[src/rtl/evt_multicast_crossbar.sv]
// N_IN x N_OUT multicast event crossbar: one round-robin arbiter, FWFT FIFO and
// saturating drop counter per output; inputs retire once every masked output has served them.
module evt_xbar_out_lane #(
   parameter int DATA_WIDTH = 32,
   parameter int N_IN       = 4,
   parameter int FIFO_DEPTH = 2,
   parameter int CNT_WIDTH  = 16
) (
   input  logic                             clk_i,
   input  logic                             rst_ni,
   input  logic                             clr_i,
   input  logic                             drop_i,
   input  logic [N_IN-1:0]                  req_i,
   input  logic [N_IN-1:0][DATA_WIDTH-1:0]  in_data_i,
   output logic [N_IN-1:0]                  gnt_o,
   output logic                             out_valid_o,
   output logic [DATA_WIDTH-1:0]            out_data_o,
   input  logic                             out_ready_i,
   output logic [CNT_WIDTH-1:0]             drop_cnt_o
);
   localparam int RRW = (N_IN > 1) ? $clog2(N_IN) : 1;
   localparam int PW  = (FIFO_DEPTH > 1) ? $clog2(FIFO_DEPTH) : 1;
   localparam int CW  = $clog2(FIFO_DEPTH + 1);

   logic [RRW-1:0]        rr_q, sel;
   logic                  hit, full, grant, push, pop, drop_inc;
   logic [DATA_WIDTH-1:0] mem_q [FIFO_DEPTH];
   logic [PW-1:0]         wr_q, rd_q;
   logic [CW-1:0]         cnt_q;

   // first requester at or after rr_q, wrapping
   always_comb begin
      int idx;
      idx = 0;
      hit = 1'b0;
      sel = '0;
      for (int k = 0; k < N_IN; k++) begin
         idx = int'(rr_q) + k;
         if (idx >= N_IN) idx = idx - N_IN;
         if (!hit && req_i[idx]) begin
            hit = 1'b1;
            sel = RRW'(idx);
         end
      end
   end

   // full comes from registered occupancy so a same-cycle pop never frees a slot
   assign full     = (cnt_q == CW'(FIFO_DEPTH));
   assign grant    = hit && (!full || drop_i);
   assign push     = grant && !full;
   assign drop_inc = grant && full;
   assign out_valid_o = (cnt_q != '0);
   assign pop      = out_valid_o && out_ready_i;
   assign out_data_o  = out_valid_o ? mem_q[rd_q] : '0;

   always_comb begin
      gnt_o = '0;
      if (grant) gnt_o[sel] = 1'b1;
   end

   always_ff @(posedge clk_i) begin
      if (push) mem_q[wr_q] <= in_data_i[sel];
   end

   always_ff @(posedge clk_i or negedge rst_ni) begin
      if (!rst_ni) begin
         rr_q       <= '0;
         wr_q       <= '0;
         rd_q       <= '0;
         cnt_q      <= '0;
         drop_cnt_o <= '0;
      end else begin
         if (grant) rr_q <= (sel == RRW'(N_IN - 1)) ? '0 : sel + 1'b1;
         if (push)  wr_q <= (wr_q == PW'(FIFO_DEPTH - 1)) ? '0 : wr_q + 1'b1;
         if (pop)   rd_q <= (rd_q == PW'(FIFO_DEPTH - 1)) ? '0 : rd_q + 1'b1;
         cnt_q <= cnt_q + CW'(push) - CW'(pop);
         if (clr_i)
            drop_cnt_o <= '0;
         else if (drop_inc && (drop_cnt_o != '1))
            drop_cnt_o <= drop_cnt_o + 1'b1;
      end
   end
endmodule

module evt_multicast_crossbar #(
   parameter int DATA_WIDTH = 32,
   parameter int N_IN       = 4,
   parameter int N_OUT      = 4,
   parameter int FIFO_DEPTH = 2,
   parameter int CNT_WIDTH  = 16
) (
   input  logic                              clk_i,
   input  logic                              rst_ni,
   input  logic                              clr_i,
   input  logic [N_IN-1:0][N_OUT-1:0]        cfg_mask_i,
   input  logic [N_OUT-1:0]                  cfg_drop_i,
   input  logic [N_IN-1:0]                   in_valid_i,
   input  logic [N_IN-1:0][DATA_WIDTH-1:0]   in_data_i,
   output logic [N_IN-1:0]                   in_ready_o,
   output logic [N_OUT-1:0]                  out_valid_o,
   output logic [N_OUT-1:0][DATA_WIDTH-1:0]  out_data_o,
   input  logic [N_OUT-1:0]                  out_ready_i,
   output logic [N_OUT-1:0][CNT_WIDTH-1:0]   drop_cnt_o,
   output logic                              busy_o
);
   logic [N_IN-1:0][N_OUT-1:0] pend_q, req_set, served, left;
   logic [N_OUT-1:0][N_IN-1:0] req, gnt;

   // the mask is only consulted while no copy of the current event is outstanding
   always_comb begin
      req = '0;
      for (int i = 0; i < N_IN; i++) begin
         req_set[i] = (pend_q[i] == '0) ? cfg_mask_i[i] : pend_q[i];
         for (int j = 0; j < N_OUT; j++) begin
            req[j][i]    = in_valid_i[i] && req_set[i][j];
            served[i][j] = gnt[j][i];
         end
         left[i]       = req_set[i] & ~served[i];
         in_ready_o[i] = in_valid_i[i] && (left[i] == '0);
      end
   end

   // left is zero on completion, so one assignment covers both retire and partial service
   always_ff @(posedge clk_i or negedge rst_ni) begin
      if (!rst_ni) begin
         pend_q <= '0;
      end else begin
         for (int i = 0; i < N_IN; i++)
            if (in_valid_i[i]) pend_q[i] <= left[i];
      end
   end

   assign busy_o = (|pend_q) || (|out_valid_o);

   for (genvar j = 0; j < N_OUT; j++) begin : g_out
      evt_xbar_out_lane #(
         .DATA_WIDTH (DATA_WIDTH),
         .N_IN       (N_IN),
         .FIFO_DEPTH (FIFO_DEPTH),
         .CNT_WIDTH  (CNT_WIDTH)
      ) u_lane (
         .clk_i       (clk_i),
         .rst_ni      (rst_ni),
         .clr_i       (clr_i),
         .drop_i      (cfg_drop_i[j]),
         .req_i       (req[j]),
         .in_data_i   (in_data_i),
         .gnt_o       (gnt[j]),
         .out_valid_o (out_valid_o[j]),
         .out_data_o  (out_data_o[j]),
         .out_ready_i (out_ready_i[j]),
         .drop_cnt_o  (drop_cnt_o[j])
      );
   end
endmodule

[config.mk]
export PLATFORM = sky130hd
export DESIGN_NAME = evt_multicast_crossbar
export DESIGN_NICKNAME = d
export VERILOG_FILES = /design/src/rtl/evt_multicast_crossbar.sv
export SDC_FILE = /design/constraint.sdc
export NUM_CORES = 1
export LEC_CHECK = 0
export ABC_AREA = 1
export ABC_CLOCK_PERIOD_IN_PS = 5900
export CORE_MARGIN = 5
export CORE_UTILIZATION = 45
export CTS_BUF_LIST = sky130_fd_sc_hd__clkbuf_4 sky130_fd_sc_hd__clkbuf_8
export DETAILED_ROUTE_END_ITERATION = 10
export GPL_TIMING_DRIVEN = 0
export PLACE_DENSITY_LB_ADDON = 0.2
export SLEW_MARGIN = 20
export SYNTH_ARGS = -nofsm -noshare
export SYNTH_HDL_FRONTEND = slang
export SYNTH_HIERARCHICAL = 1
export SYNTH_SLANG_ARGS = --single-unit
[constraint.sdc]
create_clock -name clk_i -period 5.9 [get_ports clk_i]
set_clock_uncertainty 0.1 [all_clocks]
set_input_delay 0.885 -clock clk_i [delete_from_list [all_inputs] [get_ports clk_i]]
set_output_delay 0.885 -clock clk_i [all_outputs]
set_load 0.005 [all_outputs]
run_1/route_heat.png
(1.5 px per micron) The die is cut into 24 by 24 equal tiles; black is low, pale yellow is high, scaled to the fullest tile. Values are wire area over tile area, all layers added.
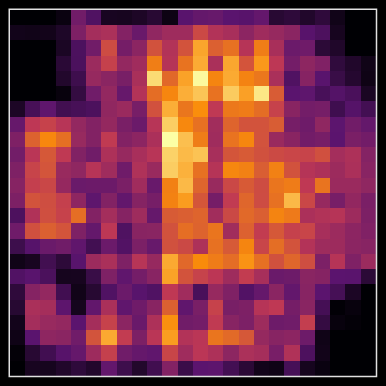
tiles over half the peak: 29%
mean over tiles: 0.24
nearly empty tiles: 6.4%
overall routed net length: 86.22 mm
average detailed-routed wire length per instance: 18.68 microns
overall routing resource usage: 28.05%
total via count after detailed routing: 23980

run_1/ff_map.png
(1.5 px per micron) Other sequential cells in the stronger gray, the rest of the logic in the fainter gray.
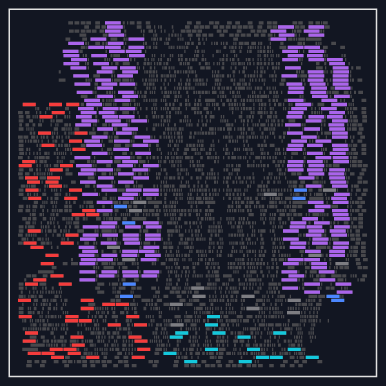
legend:
  cyan:
    name_in_the_netlist: `pend_q`
    placed_flops: 16
  purple:
    name_in_the_netlist: `g_out.u_lane/mem_q`
    placed_flops: 256
  blue:
    name_in_the_netlist: `g_out.u_lane/cnt_q`
    placed_flops: 8
  red:
    name_in_the_netlist: `g_out.u_lane/drop_cnt_o`
    placed_flops: 64
not colored: 16

run_1/clock_nets.png
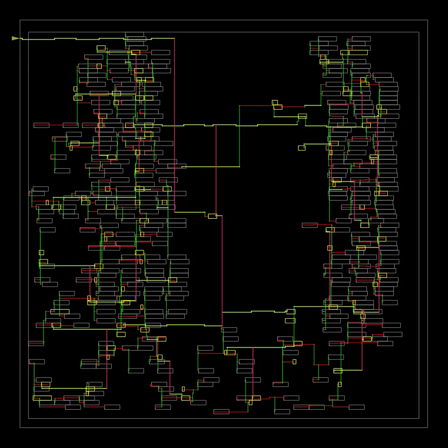
Clock Buffer Count: 81
cts bufs inserted: 59
Skew-Pair Late Insertion Delay: 0.68 ns

==> metrics.csv, run 1 <==
stage;metric;value;unit
outcome;run_status;finished, final reports clean;
setup_path;crit_path_end;in_ready_o[3];
synthesis;netlist_area;24620;sq um
run;warning_total_across_the_stage_logs;38;
setup_path;slowest_delay;0.51;ns
synthesis;syn_inst;3427;
layout;post-route-cell-area;30640;sq um
layout;fraction_of_final_layout_cells_sized_beyond_drive_strength_1;9.626;%
floorplanning;io-pin-count;360;
floorplanning;initCoreUtil;45.56;%
global_route;via_count_of_the_first_global_routing_pass;22010;
floorplanning;core;54030;sq um
sta;worstMarginPinSlew;0.7274;ns
sta;final.period_utilization;92.70;%
worst_hold_path;hold_start;pend_q[0];
setup_path;end_of_the_worst_register_to_register_path;g_out[3].u_lane/mem_q[0][10];
synthesis;yosys-mux-area-fraction;0;%
sta;max_freq;182.8;MHz
layout;multiInputGateArea;10700;sq um
synthesis;synth-compound-area-share;3.700;%
clock_network;cts_tree;yes;
clock_network;clockRootBuffer;sky130_fd_sc_hd__clkbuf_8;
synthesis;synthAdderAreaFrac;1.220;%
worst_hold_path;timing.hold.worst.class;reg2reg;
synthesis;synth_cell_type_count;36;
synthesis;ys_top_cells_by_area;sky130_fd_sc_hd__edfxtp_1, sky130_fd_sc_hd__nand2_1, sky130_fd_sc_hd__dfrtp_1, sky130_fd_sc_hd__inv_1, sky130_fd_sc_hd__nand3_1;
clock_network;clock_pin_slew_on_the_worst_setup_and_hold_paths;0.06;ns
synthesis;post_synth.cell_area_avg;7.183;sq um
setup_path;r2r_start;pend_q[8];
synthesis;synth_sequential_area_ratio;41.80;%
synthesis;floorplan.nets;3610;
clock_network;max-clock-path-buffers;3;
setup_path;critPathLaunchType;primary input;
floorplanning;die.size.y;243.9;microns
setup_path;rrSetupSlack;2.57;ns
floorplanning;total_die_size;59480;sq um
sta;slew_headroom;51.33;%
synthesis;xor_share;2.419;%
placement;detailed_place_hpwl;67.61;mm
floorplanning;rows;85;
synthesis;synth.yosys.warnings;6;
route;total_drc_errors_in_the_routed_layout;0;
global_route;grt_start_max_net_pins;60;
setup_path;worstSetupEndpointType;output pin;
layout;registers.top_by_ff_count;g_out.u_lane/mem_q;
layout;fin_nets;4040;
synthesis;synthDominantCellAreaShare;31.23;%
clock_network;ctsHoldBuffers;1;
setup_path;worstPathCellList;clkdlybuf4s50_1 > inv_1 > buf_2 > a21oi_1 > inv_1 > nand2_1 > nand2_1 > o21ai_0 > nand3_1 > nand3_1 > nand2_2 > inv_2 > buf_4 > ha_1 > inv_1 > nor2_1 > inv_1 > nand2_1 > nand2_1 > nor2_1 > clkdlybuf4s50_1;
placement;placement.setup.worst_slack;0.4926;ns
route;drt_first_iter_violations;2227;
clock_network;htreeDepth;2;
sta;report.final.setup_viol;0;
layout;biggestRegsByFlops;g_out.u_lane/mem_q x256, g_out.u_lane/drop_cnt_o x64, pend_q x16;
layout;layout.area.seq;10290;sq um
synthesis;yosys-dominant-comb-family;simple AND/OR/NAND/NOR gates;
setup_path;worstSetupPathDepth;21;
route;detailedRoute.firstPassIterationCount;5;
run;drv.max_cap_violation_count;0;
global_route;antenna_violations_before_repair;15;
synthesis;ys_chip_area;24620;sq um
placement;finalWeightedCongestion;1.010;
setup_path;critical-path-top-delay-family;buffers and inverters;
layout;num-fill-cells;5110;
## run 1: layer usage
metal  vias up  wire length, microns  track usage, %
met1     10910                 37060           39.64
met5         -                    27               0
met3       127                  9010           7.047
met4         4                  2324           7.816
met2      1065                 37800           43.11
li1      11870                     -               -
## run 1: Yosys cell counts (all sizes together)
cell type  number
a21oi         148
clkbuf         56
nand3         401
or2             4
inv           670
o21ai          28
nor4            1
nor3b           6
nor2          158
buf           148
xor2           59
nand2        1043
nor3           14
dfrtp         104
clkinv          1
ha             24
edfxtp        256
nand3b          4
nand4         293
xnor2           9
## run 1: tightest hold or removal path, stage by stage (launching register included)
cell and delay [ns]:
sky130_fd_sc_hd__dfrtp_1 0.38, sky130_fd_sc_hd__nand2_1 0.07, sky130_fd_sc_hd__o21ai_2 0.05
## run 1: stage by stage
stage | setup TNS (ns) | util [%] | hold slack [ns]
2_1_floorplan | 0 | - | 0.3846
3_3_place_gp | -73.33 | 53.83 | 0.3990
3_5_place_dp | 0 | 54.34 | 0.4165
4_1_cts | 0 | 56.64 | 0.4319
5_1_grt | 0 | 56.70 | 0.4476
6_report | 0 | 56.70 | 0.4348
## run 1: cell usage in the layout (no fill, tap or decap), types with 7 or more instances in the layout
cell type,synthesis,final
sky130_fd_sc_hd__clkbuf_4,0,18
sky130_fd_sc_hd__diode_2,0,14
sky130_fd_sc_hd__o21ai_0,10,10
sky130_fd_sc_hd__dfrtp_1,104,104
sky130_fd_sc_hd__nand3_1,383,383
sky130_fd_sc_hd__xor2_1,59,59
sky130_fd_sc_hd__clkinv_2,0,7
sky130_fd_sc_hd__edfxtp_1,256,256
sky130_fd_sc_hd__nor2_4,4,12
sky130_fd_sc_hd__nor2_2,11,11
sky130_fd_sc_hd__nand2_2,44,44
sky130_fd_sc_hd__o21ai_2,8,8
sky130_fd_sc_hd__o21ai_1,10,10
sky130_fd_sc_hd__a21oi_1,148,148
sky130_fd_sc_hd__buf_4,23,23
sky130_fd_sc_hd__buf_6,17,18
sky130_fd_sc_hd__clkinv_1,1,15
sky130_fd_sc_hd__inv_1,644,644
sky130_fd_sc_hd__nor2_1,143,135
sky130_fd_sc_hd__inv_2,22,22
sky130_fd_sc_hd__xnor2_1,9,9
sky130_fd_sc_hd__clkdlybuf4s50_1,0,358
sky130_fd_sc_hd__clkbuf_8,0,63
sky130_fd_sc_hd__nor3_1,14,14
sky130_fd_sc_hd__nand4_1,289,289
sky130_fd_sc_hd__clkbuf_1,56,56
sky130_fd_sc_hd__ha_1,24,24
sky130_fd_sc_hd__buf_2,100,100
sky130_fd_sc_hd__nand3_2,14,14
sky130_fd_sc_hd__nand2_1,999,999
## run 1: layout make-up
type	instances	area share [%]
timing repair buffer	369	12.48
tap	696	2.843
inverter	671	8.270
sequential	360	33.59
antenna	14	0.1144
multi-input combinational	2192	34.94
clock buffer	81	3.271
buffer	204	3.749
clock inverter	29	0.7474
run_1/m3.png
(2 px per micron)
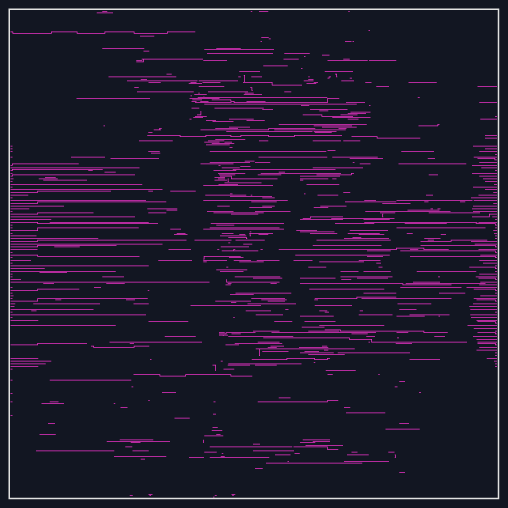

## Run 2: what changed since run 1
--- a/config.mk
+++ b/config.mk
@@ -6,7 +6,7 @@
 export NUM_CORES = 1
 export LEC_CHECK = 0
 export ABC_AREA = 1
-export ABC_CLOCK_PERIOD_IN_PS = 5900
+export ABC_CLOCK_PERIOD_IN_PS = 5100
 export CORE_MARGIN = 5
 export CORE_UTILIZATION = 45
 export CTS_BUF_LIST = sky130_fd_sc_hd__clkbuf_4 sky130_fd_sc_hd__clkbuf_8
==> constraint.sdc (replaced) <==
create_clock -name clk_i -period 5.1 [get_ports clk_i]
set_clock_uncertainty 0.1 [all_clocks]
set_input_delay 0.765 -clock clk_i [delete_from_list [all_inputs] [get_ports clk_i]]
set_output_delay 0.765 -clock clk_i [all_outputs]
set_load 0.005 [all_outputs]
run_2/m3.png
(2 px per micron)
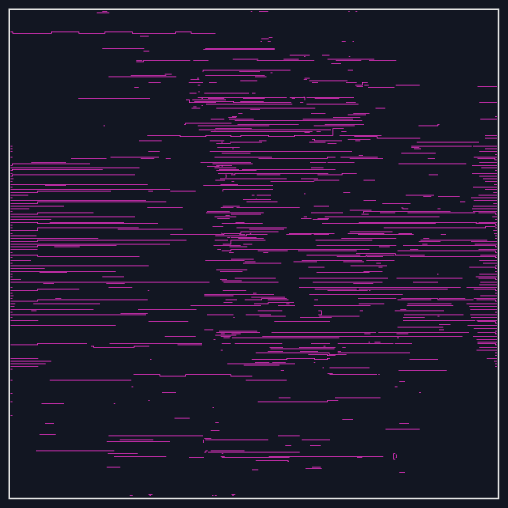
nets with wire on the layer: 465
main direction: horizontal
wire length on this layer: 9590 microns
share of all routed wire: 11%
longest straight run: 99.8 microns
met3 GRT Util: 7.047%
total via count after detailed routing: 23900

run_2/blocks.png
(1.5 px per micron) Other cells in gray.
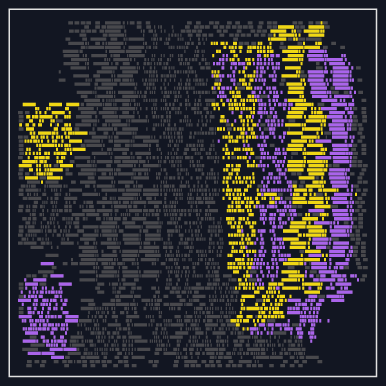
legend:
  purple:
    instance: `g_out[1].u_lane`
    cells: 811
    where: widely spread
  yellow:
    instance: `g_out[3].u_lane`
    cells: 815
    where: widely spread
number of standard cells in the final layout excluding fillers: 4617
Final Util: 57.09%
total die size: 59480 sq um

run_2/clock_nets.png
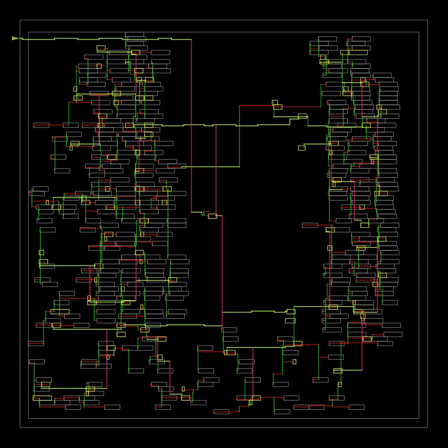
registers: 360
Clock Sinks: 360

==> run 2 against run 1 <==
Against the previous run: flip-flop count did not move; cell count barely moved; non-clock buffer count fell by 1; wire length rose by 0.10%; worst hold slack barely moved; highest routed layer unchanged; via count fell by 0.32%; utilization rose by 0.38 points; die size did not move.
==> metrics.csv, run 2 <==
stage;metric;value;unit
setup_path;critPathLaunchType;primary input;
clock_network;htreeDepth;2;
worst_hold_path;timing.hold.worst.class;reg2reg;
synthesis;synthArstFlopShare;28.89;%
worst_hold_path;hold_start;pend_q[11];
sta;final.period_utilization;95.35;%
setup_path;worstSetupEndpointType;output pin;
sta;report.final.setup_viol;0;
global_route;antenna_violations_before_repair;15;
synthesis;syn_inst;3427;
sta;slew_headroom;49.04;%
synthesis;netlist_area;24620;sq um
layout;fraction_of_final_layout_cells_sized_beyond_drive_strength_1;10.24;%
clock_network;clockRootBuffer;sky130_fd_sc_hd__clkbuf_8;
synthesis;ys_top_cells_by_area;sky130_fd_sc_hd__edfxtp_1, sky130_fd_sc_hd__nand2_1, sky130_fd_sc_hd__dfrtp_1, sky130_fd_sc_hd__inv_1, sky130_fd_sc_hd__nand3_1;
synthesis;ys_chip_area;24620;sq um
setup_path;rrSetupSlack;1.85;ns
clock_network;max-clock-path-buffers;3;
setup_path;worstPathCellList;clkdlybuf4s50_1 > inv_1 > buf_4 > a21oi_4 > inv_1 > nand2_1 > nand3_1 > nand2_2 > nor2_4 > nand3_1 > nand3_1 > nand2_4 > inv_4 > buf_4 > ha_1 > inv_1 > nor2_2 > inv_1 > nand2_1 > nand2_1 > nor2_1 > clkdlybuf4s50_1;
floorplanning;die.size.y;243.9;microns
sta;worstMarginPinSlew;0.7616;ns
layout;fin_nets;4039;
global_route;globalRoute.busiestLayer;met2;
synthesis;synth.yosys.warnings;6;
synthesis;synth_cell_type_count;36;
outcome;run_status;finished, final reports clean;
setup_path;slowest_delay;0.51;ns
sta;max_freq;205.6;MHz
sta;final.setup.tns;0;ns
run;drv.max_cap_violation_count;0;
clock_network;clk_latency;0.68;ns
global_route;met2_usage;43.11;%
## run 2: cell families (layout without fill, tap and decap cells)
kind of cell / after synthesis / in the layout / synth area share, %
AND/OR/NAND/NOR: 1924 / 1924 / 35.90
flip-flops: 360 / 360 / 41.80
adder cells (fa/ha/maj): 24 / 24 / 1.220
AND-OR/OR-AND: 176 / 176 / 3.700
buffers and inverters: 875 / 1353 / 14.96
XOR/XNOR: 68 / 68 / 2.419
other: 0 / 16 / 0
## run 2: worst max-delay path by stage
stage / endpoint / slack, ns / cells after the start
floorplan: g_out[3].u_lane/mem_q[1][0] / 1.26 / 12
global placement: g_out[3].u_lane/wr_q / -1.40 / 1
detailed placement: in_ready_o[3] / -0.07 / 21
CTS: in_ready_o[3] / 0.008 / 21
global route: in_ready_o[2] / -0.008 / 22
finish: in_ready_o[3] / 0.24 / 22
## run 2: final cells by class
type                    instances  area, sq um
fillers                      5084        23180
multi-input cells            2192        10880
flip-flops and latches        360        10290
repair buffers                369         3822
inverters                     671         2542
plain buffers                 203         1167
clock buffers                  81         1002
well taps                     696        870.8
clock inverters                29        229.0
diodes                         16        40.04
## run 2: per-layer routing
metal	vias to the layer above	routed length, microns
met4	4	2292
met2	1059	38020
met3	121	9586
li1	11870	-
met5	-	27
met1	10850	36390
## run 2: worst register-to-register path, cell delays in order, from the launching register on
cell and delay (ns):
sky130_fd_sc_hd__dfrtp_1 0.41, sky130_fd_sc_hd__nor2_2 0.25, sky130_fd_sc_hd__nand3_2 0.15, sky130_fd_sc_hd__a21oi_4 0.18, sky130_fd_sc_hd__inv_1 0.07, sky130_fd_sc_hd__nand2_1 0.08
sky130_fd_sc_hd__nand3_1 0.09, sky130_fd_sc_hd__nand2_1 0.10, sky130_fd_sc_hd__inv_1 0.09, sky130_fd_sc_hd__nand3_4 0.15, sky130_fd_sc_hd__buf_2 0.28, sky130_fd_sc_hd__nand2_1 0.25
sky130_fd_sc_hd__nor2_4 0.53, sky130_fd_sc_hd__buf_16 0.23
## run 2: through the flow
stage / hold slack [ns] / setup slack (ns) / area [sq um]
final: 0.4344 / 0.2373 / 30840
after global routing: 0.4476 / -0.008269 / 30830
after CTS: 0.4319 / 0.008403 / 30600
after detailed placement: 0.4165 / -0.06740 / 29360
after global placement: 0.3990 / -1.405 / 29080
after floorplan: 0.3694 / 1.260 / 24620
## run 2: repair_timing
action / in CTS / in global routing
setup endpoints to repair: 1 / 4
hold buffers: 1 / 0
buffers inserted: 0 / 0
endpoints found under the hold margin: 45 / 0
gates resized: 1 / 53
gates cloned: 0 / 0
run_2/route_heat.png
(1.5 px per micron) The die is cut into 24 by 24 equal tiles; black is low, pale yellow is high, scaled to the fullest tile. Values are wire area over tile area, all layers added.
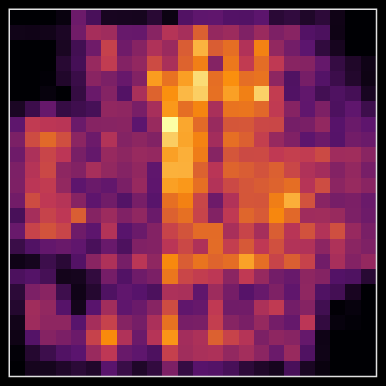

## Run 3: what changed since run 2
--- a/config.mk
+++ b/config.mk
@@ -7,8 +7,9 @@
 export LEC_CHECK = 0
 export ABC_AREA = 1
 export ABC_CLOCK_PERIOD_IN_PS = 5100
+export CAP_MARGIN = 0
 export CORE_MARGIN = 5
-export CORE_UTILIZATION = 45
+export CORE_UTILIZATION = 37
 export CTS_BUF_LIST = sky130_fd_sc_hd__clkbuf_4 sky130_fd_sc_hd__clkbuf_8
 export DETAILED_ROUTE_END_ITERATION = 10
 export GPL_TIMING_DRIVEN = 0
run_3/route_heat.png
(1.5 px per micron) The die is cut into 27 by 27 equal tiles; black is low, pale yellow is high, scaled to the fullest tile. Values are wire area over tile area, all layers added.
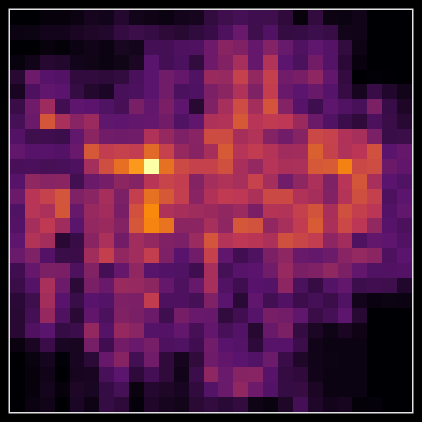
mean over tiles: 0.23
fullest tile: 0.87
tiles over half the peak: 11%
average detailed-routed wire length per instance: 19.82 microns
total via count after detailed routing: 24400
overall routing resource usage: 25.49%
overall routed net length: 94.99 mm

run_3/clock_nets.png
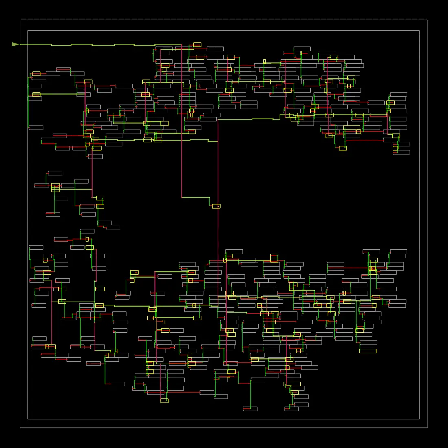
Clock Buffer Count: 95
Skew-Pair Late Insertion Delay: 0.66 ns
cts bufs inserted: 67

==> run 3 against run 2 <==
Against the previous run: cell area grew 1.7%; critical path type unchanged; global-route usage shrank 2.6 points; non-clock buffer count grew 5; synthesized cell count is the same; flip-flop count is the same; register-to-register slack gained 0.12 ns.
==> metrics.csv, run 3 <==
stage;metric;value;unit
outcome;run_status;finished, final reports clean;
route;met3_length;9.122;mm
sta;report.final.setup_viol;0;
placement;detailed_place_hpwl;72.91;mm
worst_hold_path;timing.hold.worst.class;reg2reg;
clock_network;htreeDepth;3;
layout;mostFrequentLayoutCells;sky130_fd_sc_hd__nand2_1, sky130_fd_sc_hd__inv_1, sky130_fd_sc_hd__nand3_1, sky130_fd_sc_hd__clkdlybuf4s50_1, sky130_fd_sc_hd__nand4_1;
synthesis;synthDominantCellAreaShare;31.23;%
floorplanning;rows;94;
run;warning_total_across_the_stage_logs;39;
sta;final.setup.tns;0;ns
layout;final_core_util;47.62;%
floorplanning;core;65860;sq um
route;detailedRoute.firstPassIterationCount;5;
layout;fraction_of_final_layout_cells_sized_beyond_drive_strength_1;11.09;%
global_route;met2_usage;41.49;%
synthesis;floorplan.nets;3610;
synthesis;ys_chip_area;24620;sq um
synthesis;ys.flop_type;sky130_fd_sc_hd__edfxtp_1;
synthesis;synth_cell_type_count;36;
setup_path;critPathLaunchType;primary input;
synthesis;synth.yosys.warnings;6;
placement;finalWeightedCongestion;0.9510;
synthesis;post_synth.cell_area_avg;7.183;sq um
floorplanning;die.size.y;267.9;microns
synthesis;top_cell;sky130_fd_sc_hd__nand2_1;
clock_network;clockRootBuffer;sky130_fd_sc_hd__clkbuf_8;
placement;placement.setup.worst_slack;-0.3256;ns
clock_network;cts_tree;yes;
synthesis;netlist_area;24620;sq um
layout;biggestRegsByFlops;g_out.u_lane/mem_q x256, g_out.u_lane/drop_cnt_o x64, pend_q x16;
route;drt_first_iter_violations;2541;
global_route;via_count_of_the_first_global_routing_pass;22470;
sta;post-route-worst-setup-slack;0.1480;ns
layout;num-fill-cells;6677;
clock_network;clkSinkCount;360;
run_3/m3.png
(2 px per micron)
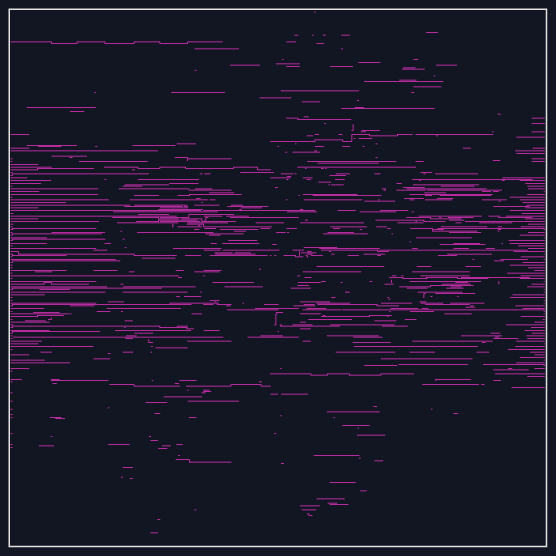
met3 GRT Util: 6.931%

run 3: cell counts after synthesis:
Identical to the previous run, type by type.
run 3: cell type report:
cell class                      instances  area (sq um)  area share, %
Sequential cell                       360         10290          32.81
Buffer                                202          1179          3.758
Antenna cell                            7         17.52        0.05585
Timing Repair Buffer                  375          3862          12.31
Inverter                              671          2540          8.098
Multi-Input combinational cell       2192         10930          34.84
Clock inverter                         27         266.5         0.8497
Clock buffer                           95          1201          3.829
Tap cell                              864          1081          3.447
run 3: cells by family (layout without fill, tap and decap cells):
family                     after synthesis  after routing  synth area share, %
xor gates and xnor gates                68             68                2.419
adders and majority gates               24             24                1.220
and+or+nand+nor                       1924           1924                35.90
AOI/OAI and AO/OA                      176            176                3.700
DFF                                    360            360                41.80
buffers and inverters                  875           1370                14.96
other                                    0              7                    0
run 3: worst max-delay path, cell delays in order:
cell	delay [ns]
sky130_fd_sc_hd__clkdlybuf4s50_1	0.48
sky130_fd_sc_hd__inv_1	0.09
sky130_fd_sc_hd__buf_6	0.17
sky130_fd_sc_hd__a21oi_4	0.19
sky130_fd_sc_hd__inv_1	0.08
sky130_fd_sc_hd__nand2_1	0.08
sky130_fd_sc_hd__nand3_1	0.11
sky130_fd_sc_hd__nand2_1	0.12
sky130_fd_sc_hd__nand2_1	0.09
sky130_fd_sc_hd__nand2_1	0.08
sky130_fd_sc_hd__nand2_2	0.10
sky130_fd_sc_hd__nand3_4	0.10
sky130_fd_sc_hd__buf_6	0.19
sky130_fd_sc_hd__buf_6	0.18
sky130_fd_sc_hd__ha_1	0.16
sky130_fd_sc_hd__inv_1	0.04
sky130_fd_sc_hd__nor2_2	0.21
sky130_fd_sc_hd__inv_1	0.08
sky130_fd_sc_hd__nand2_2	0.08
sky130_fd_sc_hd__nand2_1	0.05
sky130_fd_sc_hd__nor2_1	0.11
sky130_fd_sc_hd__clkdlybuf4s50_1	0.51
run 3: repair_timing:
| item | 4_1_cts | 5_1_grt |
|---|---|---|
| pin swaps | 0 | 8 |
| buffers inserted | 1 | 5 |
| endpoints found under the setup margin | 4 | 4 |
| gates resized | 26 | 44 |
| hold buffers | 1 | 0 |
| endpoints found under the hold margin | 49 | 0 |
run 3: stage by stage:
stage               cells
floorplan            3427
global placement     4650
detailed placement   4659
CTS                  4782
global route         4787
finish               4793
run 3: worst paths after layout:
check,start,end,cells past startpoint
max,in_valid_i[2],in_ready_o[2],22
max in group asynchronous,rst_ni,g_out[1].u_lane/drop_cnt_o[12],3
max reg2reg,pend_q[12],g_out[3].u_lane/mem_q[0][2],13
min in group asynchronous,rst_ni,g_out[0].u_lane/drop_cnt_o[10],2
min reg2reg,pend_q[0],pend_q[0],2
min,pend_q[0],pend_q[0],2
